==> src/rtl/mem_arb_pkg.sv <==
// Shared types and constants for the memory port arbiter.
package mem_arb_pkg;

  typedef enum logic [1:0] {
    IDLE,
    ISSUE,
    CAPTURE
  } arb_state_t;

  localparam logic REQ0 = 1'b0;
  localparam logic REQ1 = 1'b1;

  localparam int ADDR_W = 8;
  localparam int DATA_W = 32;

endpackage

==> src/rtl/rr_arbiter2.sv <==
// Two-way round-robin pick; the LastGrant register lives in the parent.
module rr_arbiter2
  import mem_arb_pkg::*;
(
  input  logic Req0,
  input  logic Req1,
  input  logic LastGrant,
  output logic Winner,
  output logic AnyReq
);

  // On a tie the requester that was not served last wins.
  always_comb begin
    AnyReq = Req0 | Req1;
    Winner = REQ0;
    if (Req0 && Req1) begin
      Winner = ~LastGrant;
    end else if (Req1) begin
      Winner = REQ1;
    end
  end

endmodule

==> src/rtl/mem_port_arbiter.sv <==
// Round-robin arbiter/sequencer sharing one synchronous single-port memory
// between two requesters; read data is routed back to the owning requester.
module mem_port_arbiter
  import mem_arb_pkg::*;
#(
  parameter int AddrWidth = ADDR_W,
  parameter int DataWidth = DATA_W
) (
  input  logic                 Clk,
  input  logic                 Reset,
  input  logic                 Req0,
  input  logic                 Wr0,
  input  logic [AddrWidth-1:0] Addr0,
  input  logic [DataWidth-1:0] WData0,
  output logic                 Ack0,
  output logic                 RValid0,
  output logic [DataWidth-1:0] RData0,
  input  logic                 Req1,
  input  logic                 Wr1,
  input  logic [AddrWidth-1:0] Addr1,
  input  logic [DataWidth-1:0] WData1,
  output logic                 Ack1,
  output logic                 RValid1,
  output logic [DataWidth-1:0] RData1,
  output logic                 Mem_Valid,
  output logic                 Mem_R_W,
  output logic [AddrWidth-1:0] Mem_Addr,
  output logic [DataWidth-1:0] Mem_Din,
  input  logic [DataWidth-1:0] Mem_Dout,
  output logic                 Busy
);

  arb_state_t state, state_nxt;
  logic       last_grant;
  logic       grant;
  logic       winner;
  logic       any_req;

  rr_arbiter2 u_rr (
    .Req0      (Req0),
    .Req1      (Req1),
    .LastGrant (last_grant),
    .Winner    (winner),
    .AnyReq    (any_req)
  );

  // State register.
  always_ff @(posedge Clk or posedge Reset) begin
    if (Reset) begin
      state <= IDLE;
    end else begin
      state <= state_nxt;
    end
  end

  // Next-state: one ISSUE cycle per access, plus CAPTURE for reads.
  always_comb begin
    state_nxt = state;
    case (state)
      IDLE:    if (any_req) state_nxt = ISSUE;
      ISSUE:   state_nxt = Mem_R_W ? IDLE : CAPTURE;
      CAPTURE: state_nxt = IDLE;
      default: state_nxt = IDLE;
    endcase
  end

  // Registered memory command, grant bookkeeping and read-data return.
  always_ff @(posedge Clk or posedge Reset) begin
    if (Reset) begin
      last_grant <= REQ1;
      grant      <= REQ0;
      Mem_Valid  <= 1'b0;
      Mem_R_W    <= 1'b0;
      Mem_Addr   <= '0;
      Mem_Din    <= '0;
      RValid0    <= 1'b0;
      RValid1    <= 1'b0;
      RData0     <= '0;
      RData1     <= '0;
    end else begin
      RValid0 <= 1'b0;
      RValid1 <= 1'b0;
      case (state)
        IDLE: begin
          if (any_req) begin
            grant      <= winner;
            last_grant <= winner;
            Mem_Valid  <= 1'b1;
            Mem_R_W    <= (winner == REQ1) ? Wr1    : Wr0;
            Mem_Addr   <= (winner == REQ1) ? Addr1  : Addr0;
            Mem_Din    <= (winner == REQ1) ? WData1 : WData0;
          end
        end
        ISSUE: begin
          Mem_Valid <= 1'b0;
        end
        CAPTURE: begin
          if (grant == REQ1) begin
            RData1  <= Mem_Dout;
            RValid1 <= 1'b1;
          end else begin
            RData0  <= Mem_Dout;
            RValid0 <= 1'b1;
          end
        end
        default: ;
      endcase
    end
  end

  // Ack and Busy decode from state/grant only, so there is no Req-to-output path.
  always_comb begin
    Ack0 = (state == ISSUE) && (grant == REQ0);
    Ack1 = (state == ISSUE) && (grant == REQ1);
    Busy = (state != IDLE);
  end

endmodule

==> config.mk <==
export PLATFORM = sky130hd
export DESIGN_NAME = mem_port_arbiter
export DESIGN_NICKNAME = d
export VERILOG_FILES = /design/src/rtl/mem_arb_pkg.sv /design/src/rtl/rr_arbiter2.sv /design/src/rtl/mem_port_arbiter.sv
export SDC_FILE = /design/constraint.sdc
export NUM_CORES = 1
export LEC_CHECK = 0
export CAP_MARGIN = 30
export CORE_MARGIN = 1
export CORE_UTILIZATION = 40
export CTS_CLUSTER_DIAMETER = 40
export DETAILED_ROUTE_END_ITERATION = 6
export PLACE_DENSITY = 0.8
export SLEW_MARGIN = 10
export SYNTH_ARGS = -nofsm -noshare
export SYNTH_HDL_FRONTEND = slang
export SYNTH_SLANG_ARGS = --single-unit
export TNS_END_PERCENT = 50
==> constraint.sdc <==
create_clock -name Clk -period 9.41 [get_ports Clk]
set_clock_uncertainty 0.2 [all_clocks]
set_input_delay 1.882 -clock Clk [delete_from_list [all_inputs] [get_ports Clk]]
set_output_delay 1.882 -clock Clk [all_outputs]
set_load 0.05 [all_outputs]
Run 1, local utilization:
Scale bar: 20 um. The die is cut into 11 by 11 equal tiles; white is low, dark blue is high, 0 to 100% covered.
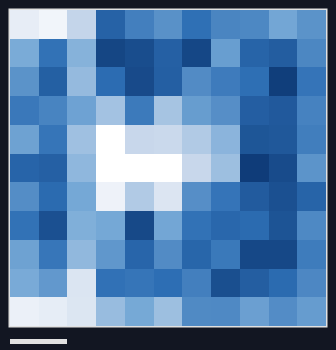
nearly empty tiles = 3.3%
emptiest ninth of the die = centre
tiles over 75% full = 30%
fullest tile = 95%
mean over tiles = 60%
Final Util: 0.652
fp util: 0.410
Core ar.: 0.0114 sq mm

Run 1, supply network:
Scale bar: 20 um. Pins as bars on the die edge. Tap cells in grey.
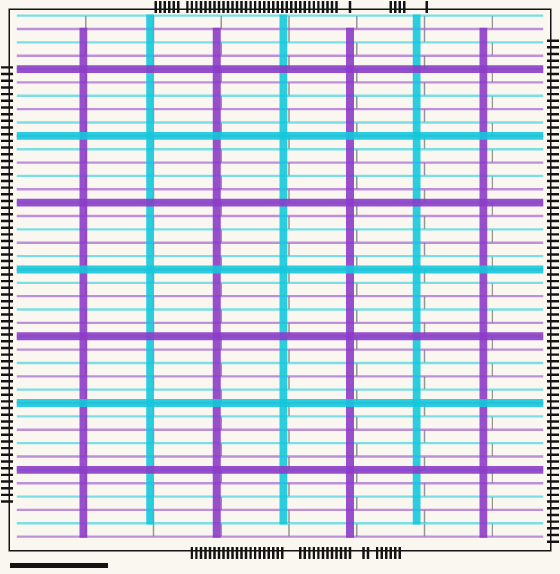
cyan -> VDD
purple -> VSS
rows = 39
met1 rails = 40
met5 straps = 7
signal pins = 229

Run 1, placement view:
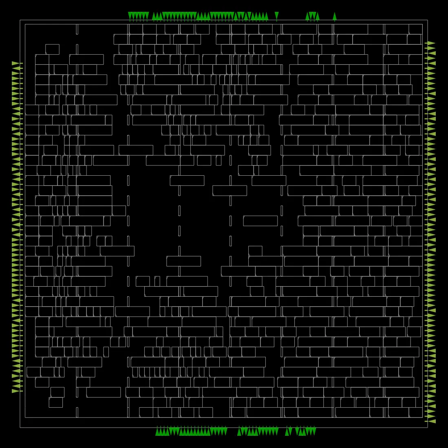
Std-Cell Rows: 39
FILL cells: 831

[run 1: sequential cells by signal, summed over array words and instances (netlist names)]
| name | flops |
|---|---|
| RValid1 | 1 |
| Mem_R_W | 1 |
| Mem_Addr | 8 |
| RData1 | 32 |
| RData0 | 32 |
| grant | 1 |
| state | 2 |
| Mem_Valid | 1 |
| last_grant | 1 |
| Mem_Din | 32 |
| RValid0 | 1 |
[run 1: logic make-up (layout without fill, tap and decap cells)]
group	after synthesis	count (layout)	synth area share
DFF	112	112	0.602
and+or+nand+nor	91	91	0.0762
AOI/OAI and AO/OA	89	89	0.109
muxes	64	64	0.178
buffers and inverters	35	255	0.0354
[run 1: where the power goes]
part | switching [mW] | internal (mW)
Combinational | 1.22 | 0.701
Sequential | 0.150 | 0.729
Clock | 0.166 | 0.213
Total | 1.54 | 1.64
[run 1: cell usage after synthesis]
cell	instances	area [sq um]
a21bo_2	1	10.0
a21boi_1	1	7.51
a21oi_1	44	220
a31oi_1	42	263
and2_1	1	6.26
buf_2	9	45.0
buf_6	3	33.8
clkbuf_1	18	67.6
dfrtp_1	111	2780
dfstp_2	1	26.3
inv_1	4	15.0
inv_2	1	3.75
mux2_2	35	394
mux2_4	29	435
nand2_1	83	312
nor2_1	4	15.0
nor3_2	1	10.0
o22ai_1	1	6.26
or2_0	1	6.26
or3_1	1	6.26
[run 1: worst max-delay path, delay by kind of cell, from the launching register on]
family                 cells  cell delay (ns)
buffers and inverters      2             0.94
DFF                        1             0.46
and+or+nand+nor            1             0.79
[run 1: stage by stage]
step	std cells	cell area [sq um]	setup WS, ns
floorplan	391	4660	4.37
global placement	736	7030	5.17
detailed placement	737	7060	5.06
CTS	752	7360	4.80
global route	754	7410	4.69
finish	754	7410	4.80
==> flow_metrics.tcl, run 1 <==
# implementation run metrics
set metrics [dict create \
    path_class "flip-flop to output pin" \
    crit_end "Busy" \
    crit_path_cell_trace "nor2_4 > inv_1 > clkdlybuf4s50_1" \
    syn_area_sq_mm 0.00466 \
    status "complete, no violations" \
    rsz0062_at_grt "false" \
    gp_routability_congestion 0.837 \
    synth_cell_types 20 \
    nonClockInverterCount 5 \
    power_leakage_nw 3.17 \
    area_delta_synth_final_pct 59.1 \
    totalWireLength_mm 12.6 \
    nNetsFinal 725 \
    r2r-start "state[0]" \
    port-buffer-count 228 \
    logic_gates 244 \
    met1_length_mm 4.98 \
    syn_inst 391 \
    cap_viol_max_count 0 \
    synth_seq_share 0.602 \
]
==> run 2, diff against run 1 <==
==> constraint.sdc (replaced) <==
create_clock -name Clk -period 4.6 [get_ports Clk]
set_clock_uncertainty 0.2 [all_clocks]
set_input_delay 0.92 -clock Clk [delete_from_list [all_inputs] [get_ports Clk]]
set_output_delay 0.92 -clock Clk [all_outputs]
set_load 0.05 [all_outputs]
==> run 2 against run 1 <==
Net effect:
- sequential power rose by 100%
- die area did not move
- worst setup slack got worse by 3.5 ns
- utilization fell by 0.22 points
- clock power rose by 100%
- total power rose by 100%
- largest cell class unchanged
- largest power group unchanged
- highest routed layer unchanged
==> flow_metrics.tcl, run 2 <==
# implementation run metrics
set metrics [dict create \
    status "complete, no violations" \
    nFillCells 865 \
    post_dp_cell_area_sq_mm 0.00707 \
    p_switching_mw 3.17 \
    r2r-start "state[0]" \
    edf_count 0 \
    synth_dominant_cell_count "dfrtp_1" \
    port-buffer-count 228 \
    timing.final.ws_setup_ns 1.26 \
    syn_inst 391 \
    totalWireLength_mm 12.6 \
    clk-power_mw 0.762 \
    pwr-share-comb 0.607 \
    path_class "flip-flop to output pin" \
    synth_seq_share 0.602 \
    cap_viol_max_count 0 \
    crit_end "Busy" \
    power_leakage_nw 3.17 \
    netlist_top_cells_count "dfrtp_1, nand2_1, a21oi_1, a31oi_1, mux2_2" \
    final_cells 756 \
    p_clk_frac 0.117 \
    power.internal_mw 3.33 \
    top_power_group "combinational logic" \
    ys_async_sr_fraction 1.00 \
    post-route-cell-area_sq_mm 0.00739 \
    pre_cts_ws_ns 1.20 \
    fin_util 0.650 \
    seq_power_share 0.276 \
]
==> run 2: cell counts after synthesis <==
No cell type changed its count.
==> run 2: metal layers <==
| metal | routed length, um | global-route usage | vias up | part of all wire |
|---|---|---|---|---|
| li1 | - | - | 1784 | - |
| met1 | 5170 | 0.248 | 1870 | 0.41 |
| met2 | 6120 | 0.351 | 200 | 0.48 |
| met3 | 1210 | 0.0533 | 12 | 0.096 |
| met4 | 149 | 0.0781 | 0 | 0.012 |
| met5 | 0 | 0 | - | 0 |
==> run 2: kinds of logic (layout without fill, tap and decap cells) <==
kind of cell / count (synthesis) / in the layout / synth area share
multiplexers: 64 / 64 / 0.178
buffers and inverters: 35 / 257 / 0.0354
flip-flops: 112 / 112 / 0.602
AND-OR/OR-AND: 89 / 89 / 0.109
AND/OR/NAND/NOR: 91 / 91 / 0.0762
==> run 2: critical path, cell delays in order, from the launching register on <==
cell	delay, ns
dfrtp_1	0.46
nor2_4	0.12
buf_4	0.40
inv_1	0.16
clkdlybuf4s50_1	0.73
==> run 2: cell type report <==
cell class | instances | area (sq um) | area share
Clock buffer | 12 | 256 | 0.0347
Clock inverter | 4 | 35.0 | 0.00474
Inverter | 5 | 21.3 | 0.00288
Multi-Input combinational cell | 244 | 1720 | 0.233
Sequential cell | 112 | 2800 | 0.380
Tap cell | 143 | 179 | 0.0242
Timing Repair Buffer | 236 | 2370 | 0.321
==> run 2: worst min path at each step <==
stage	slack, ns	to	start	depth (start not counted)
after floorplan	0.29	Mem_Valid	state[0]	1
after global placement	0.29	RData1[30]	RData1[30]	1
after CTS	0.31	RData0[27]	RData0[27]	1
after global routing	0.32	RData1[24]	RData1[24]	1
after detailed placement	0.30	RData1[13]	RData1[13]	1
final	0.30	state[1]	Mem_R_W	1
Run 2, where the registers sit:
Scale bar: 20 um. Other sequential cells in the stronger grey, the rest of the logic in the fainter grey.
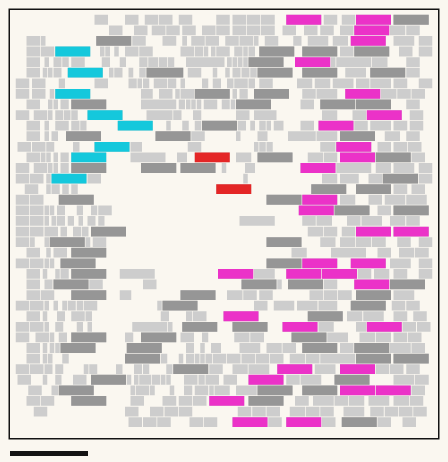
magenta -> `RData0`  # flops 32
cyan -> `Mem_Addr`  # flops 8, where upper left
red -> `state`  # flops 2
not coloured = 70

Power figures rest on the tool's default switching activity, not on a simulated workload.
